<file path="src/rtl/uart_pkg.sv">
// Shared types and constants for the UART transmit-side arbitration logic.
// Latency: n/a (declarations only).
// Backpressure: n/a (declarations only).
package uart_pkg;

  // Arbiter FSM states.
  typedef enum logic [1:0] {
    IDLE   = 2'd0,
    LAUNCH = 2'd1,
    WAIT   = 2'd2,
    DONE   = 2'd3
  } arb_state_e;

  // Byte width of the uart_top transmit path.
  localparam int UART_DATA_W = 8;

  // Default abort threshold: about two 9600-baud frames at 1 MHz.
  localparam int DEFAULT_TIMEOUT_CYC = 2048;

  // Increment an index modulo n.
  function automatic int wrap_inc(input int idx, input int n);
    return (idx + 1 >= n) ? 0 : idx + 1;
  endfunction

endpackage

</file>
<file path="src/rtl/uart_tx_arbiter_rr_picker.sv">
// Round-robin priority select: first set request bit at or after i_ptr, wrapping.
// Latency: purely combinational.
// Backpressure: none; the caller decides when to consume the grant.
module rr_picker #(
  parameter int N     = 4,
  parameter int IDX_W = $clog2(N)
) (
  input  logic [N-1:0]     i_req,
  input  logic [IDX_W-1:0] i_ptr,
  output logic [IDX_W-1:0] o_grant,
  output logic             o_any_req
);

  // Scan ptr, ptr+1, ... modulo N; the first set bit wins.
  always_comb begin
    int w_idx;
    w_idx     = 0;
    o_grant   = '0;
    o_any_req = 1'b0;
    for (int i = 0; i < N; i++) begin
      w_idx = int'(i_ptr) + i;
      if (w_idx >= N) w_idx = w_idx - N;
      if (!o_any_req && i_req[w_idx]) begin
        o_any_req = 1'b1;
        o_grant   = IDX_W'(w_idx);
      end
    end
  end

endmodule

</file>
<file path="src/rtl/uart_tx_arbiter.sv">
// Round-robin sharing of one UART transmitter among NUM_REQ requesters.
// Latency: req in IDLE at N -> send at N+1; tx_done at M -> ack/err at M+1; next send >= M+3.
// Backpressure: requesters hold req until their ack/err pulse; one transfer in flight at a time.
module uart_tx_arbiter
  import uart_pkg::*;
#(
  parameter int NUM_REQ     = 4,
  parameter int DATA_W      = UART_DATA_W,
  parameter int TIMEOUT_CYC = DEFAULT_TIMEOUT_CYC
) (
  input  logic                       clk,
  input  logic                       rst,
  input  logic [NUM_REQ-1:0]         req,
  input  logic [NUM_REQ*DATA_W-1:0]  req_data,
  output logic [NUM_REQ-1:0]         ack,
  output logic [NUM_REQ-1:0]         err,
  output logic                       send,
  output logic [DATA_W-1:0]          tx_data,
  input  logic                       tx_done,
  output logic                       busy,
  output logic [$clog2(NUM_REQ)-1:0] grant_id
);

  localparam int IDX_W = $clog2(NUM_REQ);
  localparam int CNT_W = $clog2(TIMEOUT_CYC) + 1;
  localparam logic [CNT_W-1:0] CNT_LAST = CNT_W'(TIMEOUT_CYC - 1);

  arb_state_e         r_state;
  arb_state_e         w_next_state;
  logic [IDX_W-1:0]   r_ptr;
  logic [IDX_W-1:0]   r_grant;
  logic [IDX_W-1:0]   w_pick;
  logic               w_any_req;
  logic [DATA_W-1:0]  r_tx_data;
  logic [CNT_W-1:0]   r_cnt;
  logic               r_ok;
  logic               w_timeout;
  logic               w_send;
  logic [NUM_REQ-1:0] w_ack;
  logic [NUM_REQ-1:0] w_err;

  rr_picker #(
    .N     (NUM_REQ),
    .IDX_W (IDX_W)
  ) u_picker (
    .i_req     (req),
    .i_ptr     (r_ptr),
    .o_grant   (w_pick),
    .o_any_req (w_any_req)
  );

  // The wait counter exits WAIT before it can wrap, so no saturation logic is needed.
  assign w_timeout = (r_cnt == CNT_LAST);

  // State register.
  always_ff @(posedge clk) begin
    if (rst) r_state <= IDLE;
    else     r_state <= w_next_state;
  end

  // Next-state and one-cycle strobes; tx_done only matters in WAIT and beats the timeout.
  always_comb begin
    w_next_state = r_state;
    w_send       = 1'b0;
    w_ack        = '0;
    w_err        = '0;
    case (r_state)
      IDLE: begin
        if (w_any_req) w_next_state = LAUNCH;
      end
      LAUNCH: begin
        w_send       = 1'b1;
        w_next_state = WAIT;
      end
      WAIT: begin
        if (tx_done || w_timeout) w_next_state = DONE;
      end
      DONE: begin
        if (r_ok) w_ack[r_grant] = 1'b1;
        else      w_err[r_grant] = 1'b1;
        w_next_state = IDLE;
      end
      default: w_next_state = IDLE;
    endcase
  end

  // Grant/data latch, wait counter, outcome flag and round-robin pointer.
  always_ff @(posedge clk) begin
    if (rst) begin
      r_ptr     <= '0;
      r_grant   <= '0;
      r_tx_data <= '0;
      r_cnt     <= '0;
      r_ok      <= 1'b0;
    end else begin
      case (r_state)
        IDLE: begin
          if (w_any_req) begin
            r_grant   <= w_pick;
            r_tx_data <= req_data[int'(w_pick)*DATA_W +: DATA_W];
          end
        end
        LAUNCH: begin
          r_cnt <= '0;
          r_ok  <= 1'b0;
        end
        WAIT: begin
          r_cnt <= r_cnt + 1'b1;
          if (tx_done) r_ok <= 1'b1;
        end
        DONE: begin
          r_ptr <= IDX_W'(wrap_inc(int'(r_grant), NUM_REQ));
        end
        default: ;
      endcase
    end
  end

  assign send     = w_send;
  assign ack      = w_ack;
  assign err      = w_err;
  assign tx_data  = r_tx_data;
  assign grant_id = r_grant;
  assign busy     = (r_state != IDLE);

endmodule

</file>
<file path="config.mk">
export PLATFORM = sky130hd
export DESIGN_NAME = uart_tx_arbiter
export DESIGN_NICKNAME = d
export VERILOG_FILES = /design/src/rtl/uart_pkg.sv /design/src/rtl/uart_tx_arbiter_rr_picker.sv /design/src/rtl/uart_tx_arbiter.sv
export SDC_FILE = /design/constraint.sdc
export NUM_CORES = 1
export LEC_CHECK = 0
export ABC_AREA = 1
export CAP_MARGIN = 40
export CORE_ASPECT_RATIO = 0.5
export CORE_MARGIN = 2
export CORE_UTILIZATION = 50
export CTS_CLUSTER_DIAMETER = 40
export DETAILED_ROUTE_END_ITERATION = 8
export PLACE_DENSITY = 0.84
export SLEW_MARGIN = 20
export SYNTH_ARGS = -nofsm -noshare
export SYNTH_HDL_FRONTEND = slang
export SYNTH_SLANG_ARGS = --single-unit
</file>
<file path="constraint.sdc">
create_clock -name clk -period 3.5 [get_ports clk]
set_clock_uncertainty 0.2 [all_clocks]
set_input_delay 0.35 -clock clk [delete_from_list [all_inputs] [get_ports clk]]
set_output_delay 0.35 -clock clk [all_outputs]
set_load 0.02 [all_outputs]
</file>
Run 1, floorplan with the power grid:
Scale bar: 20 um. Pins as bars on the die edge.
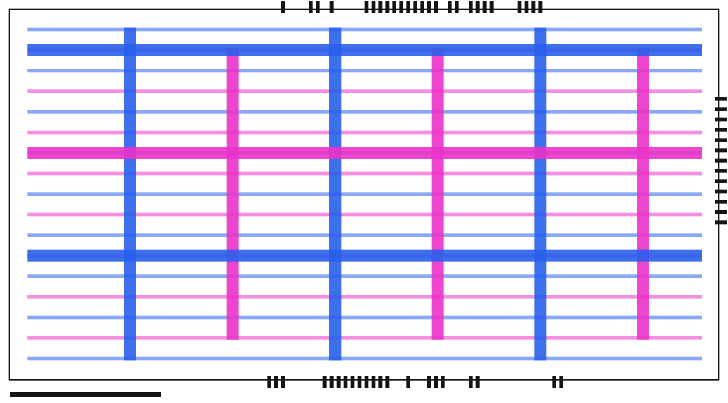
colour	net
magenta	VDD
blue	VSS
met4 straps	6
met1 rails	17

Run 1, cells coloured by class:
Scale bar: 20 um.
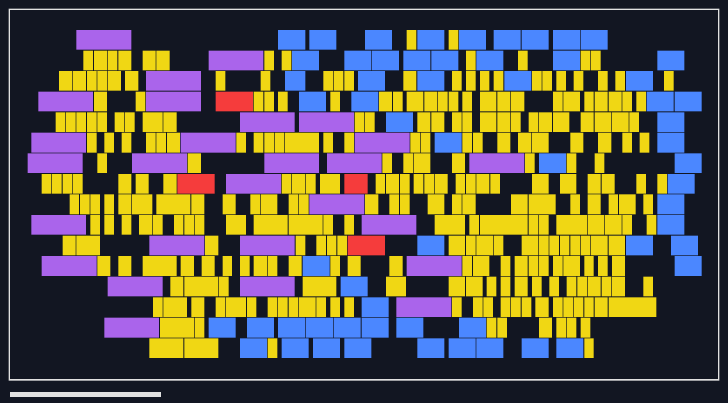
colour	class	cells	share of their area
blue	remaining buffers and delay cells	59	23%
red	clock drivers and dummy loads	4	1.9%
yellow	remaining logic cells	293	55%
purple	registers	27	21%

Run 1, clock wires, drivers and flops:
Scale bar: 20 um.
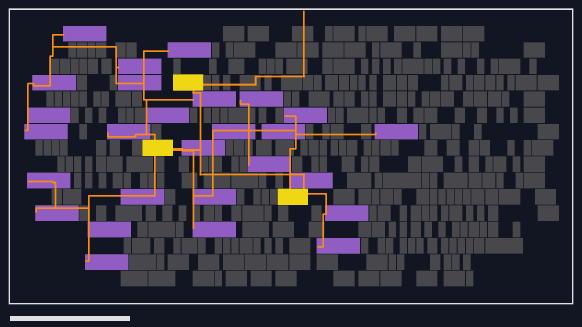
[purple] flip-flops | count: 27
[yellow] clock-net drivers | count: 3
[orange] clock wires | length: 323 um
routed clock nets	4

==> deck_impl_summary.md, run 1 <==
Key Metrics from the Run

Outcome
  – Outcome: completed

Final timing
  – Setup ws final: 0.879 ns
  – Cycle use final: 74.9%
  – Fin. max-slew vios: 0
  – Slew headroom: 62.6%

Final layout
  – Largest class: logic gates
  – Seq cells: 27

Clocking
  – # hold bufs at CTS: 0
  – Resized Gates After CTS: 0

Worst setup path
  – WS Path Type: reg2out
  – RR Endpoint: tx_data[5]$_SDFFE_PP0P_
  – CP startpoint kind: register
  – Reg-to-Reg Start: r_ptr[0]$_SDFFE_PP0P_

Detailed routing
  – DR WL/cell: 11.5 um

Yosys
  – Sequential area share after synthesis: 26.9%
  – Synth Instances: approximately 330
  – Main logic family after synthesis: simple AND/OR/NAND/NOR gates
  – Ys cells: 328
  – Synth flops: 27

Power and ir drop
  – Leakage: 1.30 nW
  – Seq. pwr: roughly 0.44 mW
  – Clk power: about 0.19 mW
  – Clock power frac: 11.2%

Global route
  – Pin count of the biggest net entering global routing: 19

Worst hold path
  – Hold path start: r_cnt[9]$_SDFFE_PP0P_
  – Hold Path Stages: 2

Floorplan
  – Die Y: 48.8 um
## run 1: sequential cells by signal, indices dropped and copies added (netlist names)
register,flops
grant_id,2
r_cnt,12
r_ok,1
r_ptr,2
r_state,2
tx_data,8
## run 1: metal layers
metal	share of wire, %	track usage, %	wire, um
met5	0	0	0
met4	0.76	4.59	38
met3	6.9	3.71	347
met2	48	40.0	2400
met1	44	29.4	2230
## run 1: cell usage after synthesis, drive strengths merged
| cell type | number |
|---|---|
| o31a | 1 |
| a21oi | 15 |
| a22oi | 1 |
| nor3b | 1 |
| clkbuf | 1 |
| inv | 73 |
| ha | 10 |
| nor2 | 36 |
| nand4 | 15 |
| buf | 7 |
| o21ai | 14 |
| xor2 | 1 |
| or2 | 1 |
| dfxtp | 27 |
| nor3 | 2 |
| nand2 | 82 |
| a211oi | 4 |
| nand3 | 37 |
Run 1, metal layers overlaid:
Two of the layers only.
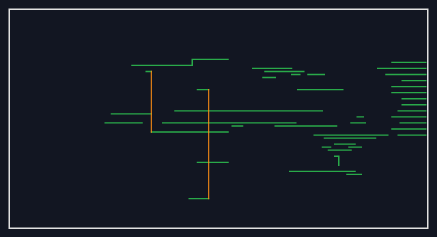

--- run 2 (diff from run 1) ---
- CORE_UTILIZATION: 50 -> 48
- PLACE_DENSITY: 0.84 -> 0.81
- clock period: 3.5 -> 2.55 ns (I/O delays scaled with it)
Run 2, metal layers overlaid:
Two of the layers only.
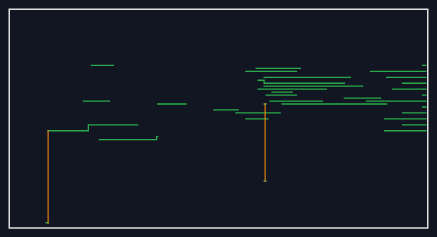
colour	layer	wire length
green	M3	310 um
orange	M4	38.8 um

==> deck_impl_summary.md, run 2 <==
Key Metrics from the Run

Yosys
  – Xor and xnor area share after synthesis: less than 1%
  – Count leader, synth: nand2_1
  – Sequential area share after synthesis: 26.9% (unchanged)
  – Post-synth top cells: 71 x nand2_1, 68 x inv_1, 35 x nor2_1, 34 x nand3_1, 27 x dfxtp_1
  – Main logic family after synthesis: simple AND/OR/NAND/NOR gates
  – Async S/R FF share, synth: 0% (unchanged)
  – Number of enable flip-flop cells: 0 (unchanged)
  – Synth flops: 27 (unchanged)
  – Synth Instances: 328 (unchanged)
  – Multiplexer share: 0%

Final layout
  – Largest class: logic gates
  – Max reg flops: 12 (unchanged)
  – NonClk Buf Share: 22.5%
  – Ratio of cells with drive above 1 in the final layout: between 7 and 8%
  – Largest register by flop count: r_cnt
  – Seq cells: 27 (unchanged)
  – Clkbuf count: 4

Final timing
  – Slew headroom: 65.1% (+2.6 points)
  – Fin. max-slew vios: 0 (unchanged)
  – RSZ-0062 raised after global routing: false
  – Setup ws final: 0.152 ns (-0.727 ns)
  – Cycle use final: 94.0%

Placed design
  – Post-placement cell area: 0.00263 mm^2
  – I/O Buffers: 58

Detailed routing
  – Met2 wire length: 2250 um (-6.3%)
  – Top Layer Used: met4
  – DR WL/cell: 11.3 um (-1.1%)
  – WL met1: 2380 um (+7.0%)
  – Met3 wire len: 310 um (-11%)

Worst setup path
  – RR Endpoint: r_cnt[8]$_SDFFE_PP0P_
  – WS Path Type: reg2out
  – R2r setup slk: 0.37 ns
  – CP startpoint kind: register

Floorplan
  – Die area: between 0.004 and 0.005 mm^2
  – Die Y: 49.8 um (+1.9%)
  – Die X: 95.5 um

Global route
  – Pin count of the biggest net entering global routing: 19 (unchanged)
  – Initial antenna violation count: 0
  – Grt met3 use: 3.98% (+0.27 points)
  – Met1 Track Usage GR: 29.6% (+0.23 points)
  – First-pass GRT wire length: 8140 um

Clocking
  – # hold bufs at CTS: 0 (unchanged)
  – Resized Gates After CTS: 0 (unchanged)

Flow run
  – Log Warnings: 33

Worst hold path
  – Hold Path Stages: 2 (unchanged)
  – Hold path start: r_cnt[9]$_SDFFE_PP0P_

Power and ir drop
  – Leakage: 1.31 nW (+0.42%)

Outcome
  – Outcome: completed
Run 2, clock wires, drivers and flops:
Scale bar: 20 um.
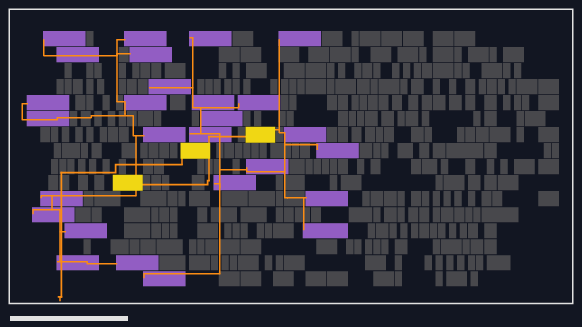
[yellow] clock-net drivers | count: 3
[orange] clock wires | length: 328 um
[purple] flip-flops | count: 27
routed clock nets	4

## run 2: cell counts after synthesis
Identical to the previous run, type by type.
## run 2: cell families (layout without fill, tap and decap cells)
kind of cell             count (synthesis)  after routing
XOR/XNOR                                 1              1
adder cells (fa/ha/maj)                 10             10
AND-OR/OR-AND                           35             35
AND/OR/NAND/NOR                        174            174
flip-flops                              27             27
buffers and inverters                   81            138
## run 2: power by group
| part | switching, mW | internal, mW | total [mW] | leakage, nW |
|---|---|---|---|---|
| Sequential | 0.0794 | 0.518 | 0.597 | 0.221 |
| Combinational | 0.929 | 0.546 | 1.47 | 1.06 |
| Clock | 0.130 | 0.112 | 0.242 | 0.0228 |
## run 2: through the flow
stage               instances  util [%]
floorplan                 328         -
global placement          435      66.3
detailed placement        435      66.3
CTS                       439      67.5
global route              439      67.5
finish                    439      67.5
Power is estimated from default activity; no workload was simulated.
